$ cat src/rtl/pe_dot_ctrl_pkg.sv
// -----------------------------------------------------------------------------
// pe_dot_ctrl_pkg
//   Shared definitions for the serial dot-product sequencer:
//   - state_t              : controller FSM encoding (IDLE/RUN/OUT)
//   - DEF_*_WIDTH          : default operand, result and length widths
// -----------------------------------------------------------------------------
package pe_dot_ctrl_pkg;

   typedef enum logic [1:0] {
      ST_IDLE = 2'd0,
      ST_RUN  = 2'd1,
      ST_OUT  = 2'd2
   } state_t;

   localparam int unsigned DEF_ACT_WIDTH    = 16;
   localparam int unsigned DEF_WGT_WIDTH    = 16;
   localparam int unsigned DEF_PE_OUT_WIDTH = DEF_ACT_WIDTH + DEF_WGT_WIDTH;
   localparam int unsigned DEF_LEN_WIDTH    = 16;

endpackage : pe_dot_ctrl_pkg

$ cat src/rtl/pe_dot_ctrl_pe.sv
// -----------------------------------------------------------------------------
// pe
//   Single registered processing element. Each rising edge it loads
//   y <= c + a*b ("FMA") or y <= c - a*b ("FMS"). The product is full signed
//   width; the sum wraps modulo 2^Y_WIDTH with no saturation.
//
// Ports:
//   clk    in   clock, rising edge
//   reset  in   synchronous active-high reset, clears the result register
//   i_a    in   A_WIDTH  signed multiplicand
//   i_b    in   B_WIDTH  signed multiplier
//   i_c    in   Y_WIDTH  signed addend (accumulate input)
//   o_y    out  Y_WIDTH  signed registered result
// -----------------------------------------------------------------------------
module pe
   import pe_dot_ctrl_pkg::*;
#(
   parameter          PE_MODE = "FMA",
   parameter int unsigned A_WIDTH = DEF_ACT_WIDTH,
   parameter int unsigned B_WIDTH = DEF_WGT_WIDTH,
   parameter int unsigned Y_WIDTH = DEF_PE_OUT_WIDTH
) (
   input  logic                      clk,
   input  logic                      reset,
   input  logic signed [A_WIDTH-1:0] i_a,
   input  logic signed [B_WIDTH-1:0] i_b,
   input  logic signed [Y_WIDTH-1:0] i_c,
   output logic signed [Y_WIDTH-1:0] o_y
);

   logic signed [A_WIDTH+B_WIDTH-1:0] w_prod;
   logic signed [Y_WIDTH-1:0]         w_prod_ext;
   logic signed [Y_WIDTH-1:0]         w_y_next;
   logic signed [Y_WIDTH-1:0]         r_y;

   assign w_prod     = i_a * i_b;
   // Signed size cast: sign-extends (or truncates) the product to the sum width.
   assign w_prod_ext = Y_WIDTH'(w_prod);

   generate
      if (PE_MODE == "FMA") begin : g_fma
         assign w_y_next = i_c + w_prod_ext;
      end else begin : g_fms
         assign w_y_next = i_c - w_prod_ext;
      end
   endgenerate

   always_ff @(posedge clk) begin
      if (reset) begin
         r_y <= '0;
      end else begin
         r_y <= w_y_next;
      end
   end

   assign o_y = r_y;

endmodule : pe

$ cat src/rtl/pe_dot_ctrl.sv
// -----------------------------------------------------------------------------
// pe_dot_ctrl
//   Drives one FMA processing element through a signed dot product of
//   programmable length. Operand pairs arrive on a valid/ready stream; the
//   PE accumulate input is steered between zero (IDLE) and its own output
//   (RUN/OUT), so the PE register itself is the accumulator. The final sum is
//   presented straight from the PE register on a valid/ready result port.
//
// Ports:
//   clk        in   clock, rising edge
//   reset      in   synchronous active-high reset
//   start      in   begin a reduction (sampled only in IDLE)
//   cfg_len    in   LEN_WIDTH  pair count, latched on accepted start
//   busy       out  high in RUN and OUT
//   in_valid   in   operand pair valid
//   in_ready   out  operand pair accepted when in_valid && in_ready
//   in_act     in   ACT_WIDTH  signed activation
//   in_wgt     in   WGT_WIDTH  signed weight
//   out_valid  out  result valid
//   out_ready  in   result consumed when out_valid && out_ready
//   out_data   out  PE_OUT_WIDTH  signed dot-product result
// -----------------------------------------------------------------------------
module pe_dot_ctrl
   import pe_dot_ctrl_pkg::*;
#(
   parameter int unsigned ACT_WIDTH    = DEF_ACT_WIDTH,
   parameter int unsigned WGT_WIDTH    = DEF_WGT_WIDTH,
   parameter int unsigned PE_OUT_WIDTH = ACT_WIDTH + WGT_WIDTH,
   parameter int unsigned LEN_WIDTH    = DEF_LEN_WIDTH
) (
   input  logic                           clk,
   input  logic                           reset,
   input  logic                           start,
   input  logic [LEN_WIDTH-1:0]           cfg_len,
   output logic                           busy,
   input  logic                           in_valid,
   output logic                           in_ready,
   input  logic signed [ACT_WIDTH-1:0]    in_act,
   input  logic signed [WGT_WIDTH-1:0]    in_wgt,
   output logic                           out_valid,
   input  logic                           out_ready,
   output logic signed [PE_OUT_WIDTH-1:0] out_data
);

   state_t                         r_state;
   state_t                         w_next;
   logic [LEN_WIDTH-1:0]           r_len;
   logic [LEN_WIDTH-1:0]           r_cnt;
   logic                           w_in_hs;
   logic                           w_out_hs;
   logic                           w_last;
   logic signed [ACT_WIDTH-1:0]    w_pe_a;
   logic signed [WGT_WIDTH-1:0]    w_pe_b;
   logic signed [PE_OUT_WIDTH-1:0] w_pe_c;
   logic signed [PE_OUT_WIDTH-1:0] w_pe_y;

   assign w_in_hs  = in_valid  && in_ready;
   assign w_out_hs = out_valid && out_ready;
   // r_len is never 0 while in RUN, so len-1 cannot underflow there.
   assign w_last   = (r_cnt == (r_len - LEN_WIDTH'(1)));

   // ---------------- FSM: state register ----------------
   always_ff @(posedge clk) begin
      if (reset) begin
         r_state <= ST_IDLE;
      end else begin
         r_state <= w_next;
      end
   end

   // ---------------- FSM: next-state logic ----------------
   always_comb begin
      w_next = r_state;
      unique case (r_state)
         ST_IDLE: begin
            if (start) begin
               w_next = (cfg_len == '0) ? ST_OUT : ST_RUN;
            end
         end
         ST_RUN: begin
            if (w_in_hs && w_last) begin
               w_next = ST_OUT;
            end
         end
         ST_OUT: begin
            if (w_out_hs) begin
               w_next = ST_IDLE;
            end
         end
         default: w_next = ST_IDLE;
      endcase
   end

   // ---------------- FSM: outputs and PE operand muxes ----------------
   always_comb begin
      in_ready  = 1'b0;
      out_valid = 1'b0;
      busy      = 1'b0;
      w_pe_a    = '0;
      w_pe_b    = '0;
      w_pe_c    = '0;
      unique case (r_state)
         ST_IDLE: begin
            // a=b=c=0: PE register clears every idle cycle.
         end
         ST_RUN: begin
            in_ready = 1'b1;
            busy     = 1'b1;
            w_pe_c   = w_pe_y;
            // Without a handshake a*b=0, so the feedback holds the sum.
            if (w_in_hs) begin
               w_pe_a = in_act;
               w_pe_b = in_wgt;
            end
         end
         ST_OUT: begin
            out_valid = 1'b1;
            busy      = 1'b1;
            w_pe_c    = w_pe_y;
         end
         default: begin
         end
      endcase
   end

   // ---------------- Length latch and beat counter ----------------
   always_ff @(posedge clk) begin
      if (reset) begin
         r_len <= '0;
         r_cnt <= '0;
      end else begin
         if ((r_state == ST_IDLE) && start) begin
            r_len <= cfg_len;
            r_cnt <= '0;
         end else if ((r_state == ST_RUN) && w_in_hs) begin
            r_cnt <= r_cnt + LEN_WIDTH'(1);
         end
      end
   end

   // ---------------- Processing element ----------------
   pe #(
      .PE_MODE ("FMA"),
      .A_WIDTH (ACT_WIDTH),
      .B_WIDTH (WGT_WIDTH),
      .Y_WIDTH (PE_OUT_WIDTH)
   ) u_pe (
      .clk   (clk),
      .reset (reset),
      .i_a   (w_pe_a),
      .i_b   (w_pe_b),
      .i_c   (w_pe_c),
      .o_y   (w_pe_y)
   );

   assign out_data = w_pe_y;

endmodule : pe_dot_ctrl

$ cat config.mk
export PLATFORM = sky130hd
export DESIGN_NAME = pe_dot_ctrl
export DESIGN_NICKNAME = d
export VERILOG_FILES = /design/src/rtl/pe_dot_ctrl_pkg.sv /design/src/rtl/pe_dot_ctrl_pe.sv /design/src/rtl/pe_dot_ctrl.sv
export SDC_FILE = /design/constraint.sdc
export NUM_CORES = 1
export LEC_CHECK = 0
export CORE_MARGIN = 3
export CORE_UTILIZATION = 41
export CTS_CLUSTER_SIZE = 16
export DETAILED_ROUTE_END_ITERATION = 7
export GPL_ROUTABILITY_DRIVEN = 0
export PLACE_DENSITY_LB_ADDON = 0.2
export SLEW_MARGIN = 0
export SYNTH_ARGS = -nofsm -noshare
export SYNTH_HDL_FRONTEND = slang
export SYNTH_SLANG_ARGS = --single-unit
$ cat constraint.sdc
create_clock -name clk -period 8.1 [get_ports clk]
set_input_delay 1.62 -clock clk [delete_from_list [all_inputs] [get_ports clk]]
set_output_delay 1.62 -clock clk [all_outputs]
set_load 0.01 [all_outputs]
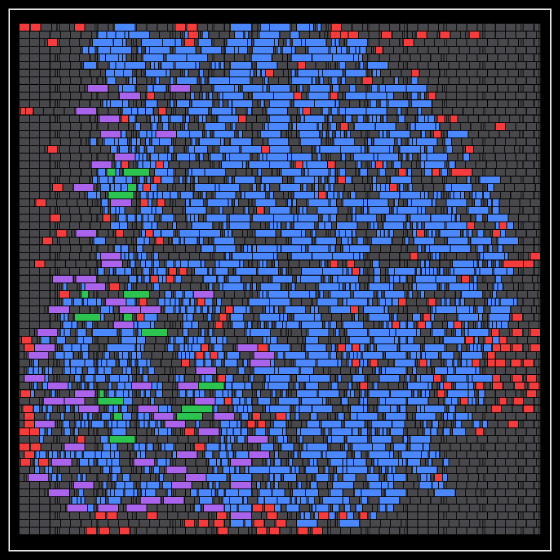
Fig. 1. Cells coloured by class.
Fill, decap, tap and diode cells in grey.
- clock drivers and dummy loads: green (cells 16)
- registers: purple (cells 66)
- remaining buffers and delay cells: red (cells 189)
- remaining logic cells: blue (cells 1471)

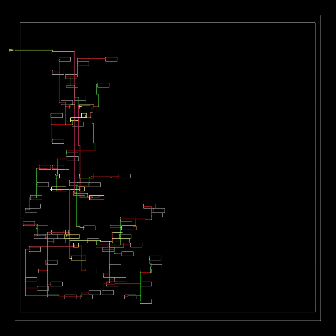
Fig. 2. The clock network.
TritonCTS buffer count: 9
registers: 66

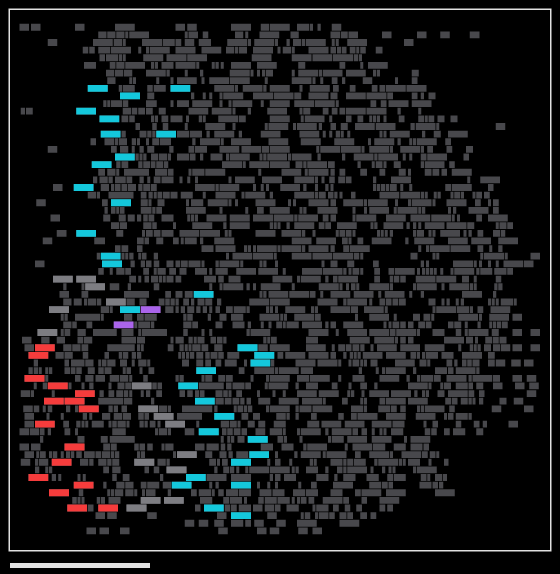
Fig. 3. Sequential cells grouped by signal name.
Scale bar: 50 um. Other sequential cells in the stronger grey, the rest of the logic in the fainter grey.
- u_pe.o_y: cyan (placed flops 32)
- r_len: red (placed flops 16; where bottom left)
- r_state: purple (placed flops 2)
FF/Latch Area: 1320 sq um
Seq/total area: 8.02%
Seq. pwr: 442 uW
fin util: 48.7%

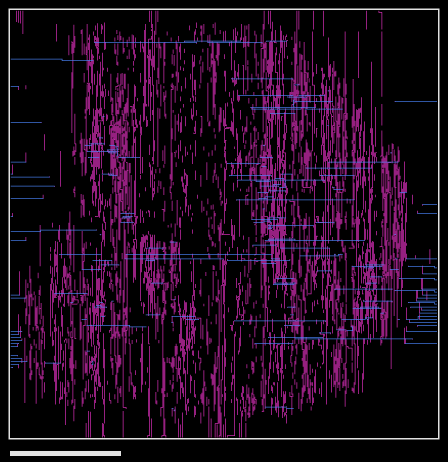
Fig. 4. Metal layers overlaid.
Scale bar: 50 um. Two of the layers only.
- M3: blue (wire length 1870 um)
- M2: magenta (wire length 16500 um)
GRT Overall Usage: 21.4%
final WL: 37.1 mm
via count: 10900

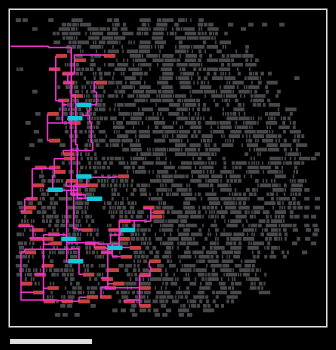
Fig. 5. Clock wires, drivers and flops.
Scale bar: 50 um.
- clock wires: magenta (length 1190 um)
- flip-flops: red (count 66)
- clock-net drivers: cyan (count 9)
- routed clock nets: 10
skew final: 0.0101 ns
clock-net power: 406 uW
Latency at later pin: 0.34 ns
Clock power frac: 14.4%

==> flow_metrics.tcl <==
# implementation run metrics
set metrics [dict create \
    power_leader "combinational logic" \
    wirelength_met1_mm 18.0 \
    path_buffers 6 \
    cts_root_buffer "clkbuf_16" \
    crit_required_ns 8.32 \
    top_cells_by_count "344 x inv_1, 292 x fa_1, 163 x nand2_1, 104 x and2_1, 103 x ha_1" \
    grt_util_met3_pct 2.67 \
    crit_cells 22 \
    dieArea_sq_um 37000 \
    ys_cells 1605 \
    port_buffers 87 \
    drv_slew 0 \
    crit_path_frequent_cell "fa_1" \
    finalCritPeriodShare_pct 96.4 \
    wl_met3_mm 1.87 \
    synth_nets 2053 \
    fillCellCount 3316 \
    cts_setup_buffers 0 \
    status "completed" \
    ctsHoldBuffers 0 \
    r2r_cells 22 \
    p_int_mw 1.51 \
    busiest_layer "met2" \
    largest_register_ffs 32 \
    drtAntennaViolNets 0 \
    r2r_slack_ns 0.83 \
    endpoint "u_pe.o_y[30]$_SDFF_PP0_" \
    crit_family "adder cells" \
    antenna_cells 0 \
    drtIter0Drc 615 \
    rr_endpoint "u_pe.o_y[30]$_SDFF_PP0_" \
    netlist_instances 1605 \
    die-width_um 192 \
    maxSlewHeadroom_pct 42.7 \
    peakVddDrop_mv 0.109 \
    combPwrFrac_pct 70.0 \
    simple_gate_share_pct 19.5 \
    grt_overflow 0 \
    synth_cell_types 69 \
    cts_buffer_depth 2 \
]
==> cells in the final DEF, fill, tap and decap left out, drive strengths merged, types with 3 or more instances in the layout <==
cell	instances
fa	292
a21o	13
o311ai	4
and2	105
o21ai	26
or2	8
nor3b	6
inv	346
or3	5
and3	75
nand3	37
dfxtp	66
nor4	10
clkbuf	9
buf	103
nor2	71
xnor2	27
nand2	163
o211ai	5
nand4	11
a21oi	44
o21a	7
a211oi	9
a31oi	6
ha	103
nand2b	7
clkinv	3
clkdlybuf4s50	86
xor2	23
nor2b	13
nor3	15
mux2	5
==> layout make-up <==
cell class | count | area [sq um] | area share [%]
well taps | 448 | 561 | 3.40
clock buffers | 9 | 225 | 1.37
inverters | 344 | 1290 | 7.84
multi-input cells | 1127 | 11300 | 68.9
clock inverters | 7 | 77.6 | 0.471
repair buffers | 189 | 1660 | 10.1
flip-flops and latches | 66 | 1320 | 8.02
==> worst min-delay path by stage <==
| stage | from | endpoint | slack [ns] | cells after the start |
|---|---|---|---|---|
| 5_1_grt | r_len[5]$_SDFFE_PP0P_ | r_len[5]$_SDFFE_PP0P_ | 0.52 | 2 |
| 3_5_place_dp | r_len[5]$_SDFFE_PP0P_ | r_len[5]$_SDFFE_PP0P_ | 0.48 | 2 |
| 3_3_place_gp | r_len[5]$_SDFFE_PP0P_ | r_len[5]$_SDFFE_PP0P_ | 0.47 | 2 |
| 4_1_cts | r_len[5]$_SDFFE_PP0P_ | r_len[5]$_SDFFE_PP0P_ | 0.49 | 2 |
| 2_1_floorplan | r_len[15]$_SDFFE_PP0P_ | r_len[15]$_SDFFE_PP0P_ | 0.45 | 2 |
| 6_report | r_len[15]$_SDFFE_PP0P_ | r_len[15]$_SDFFE_PP0P_ | 0.48 | 2 |
Power and IR drop assume default switching activity.
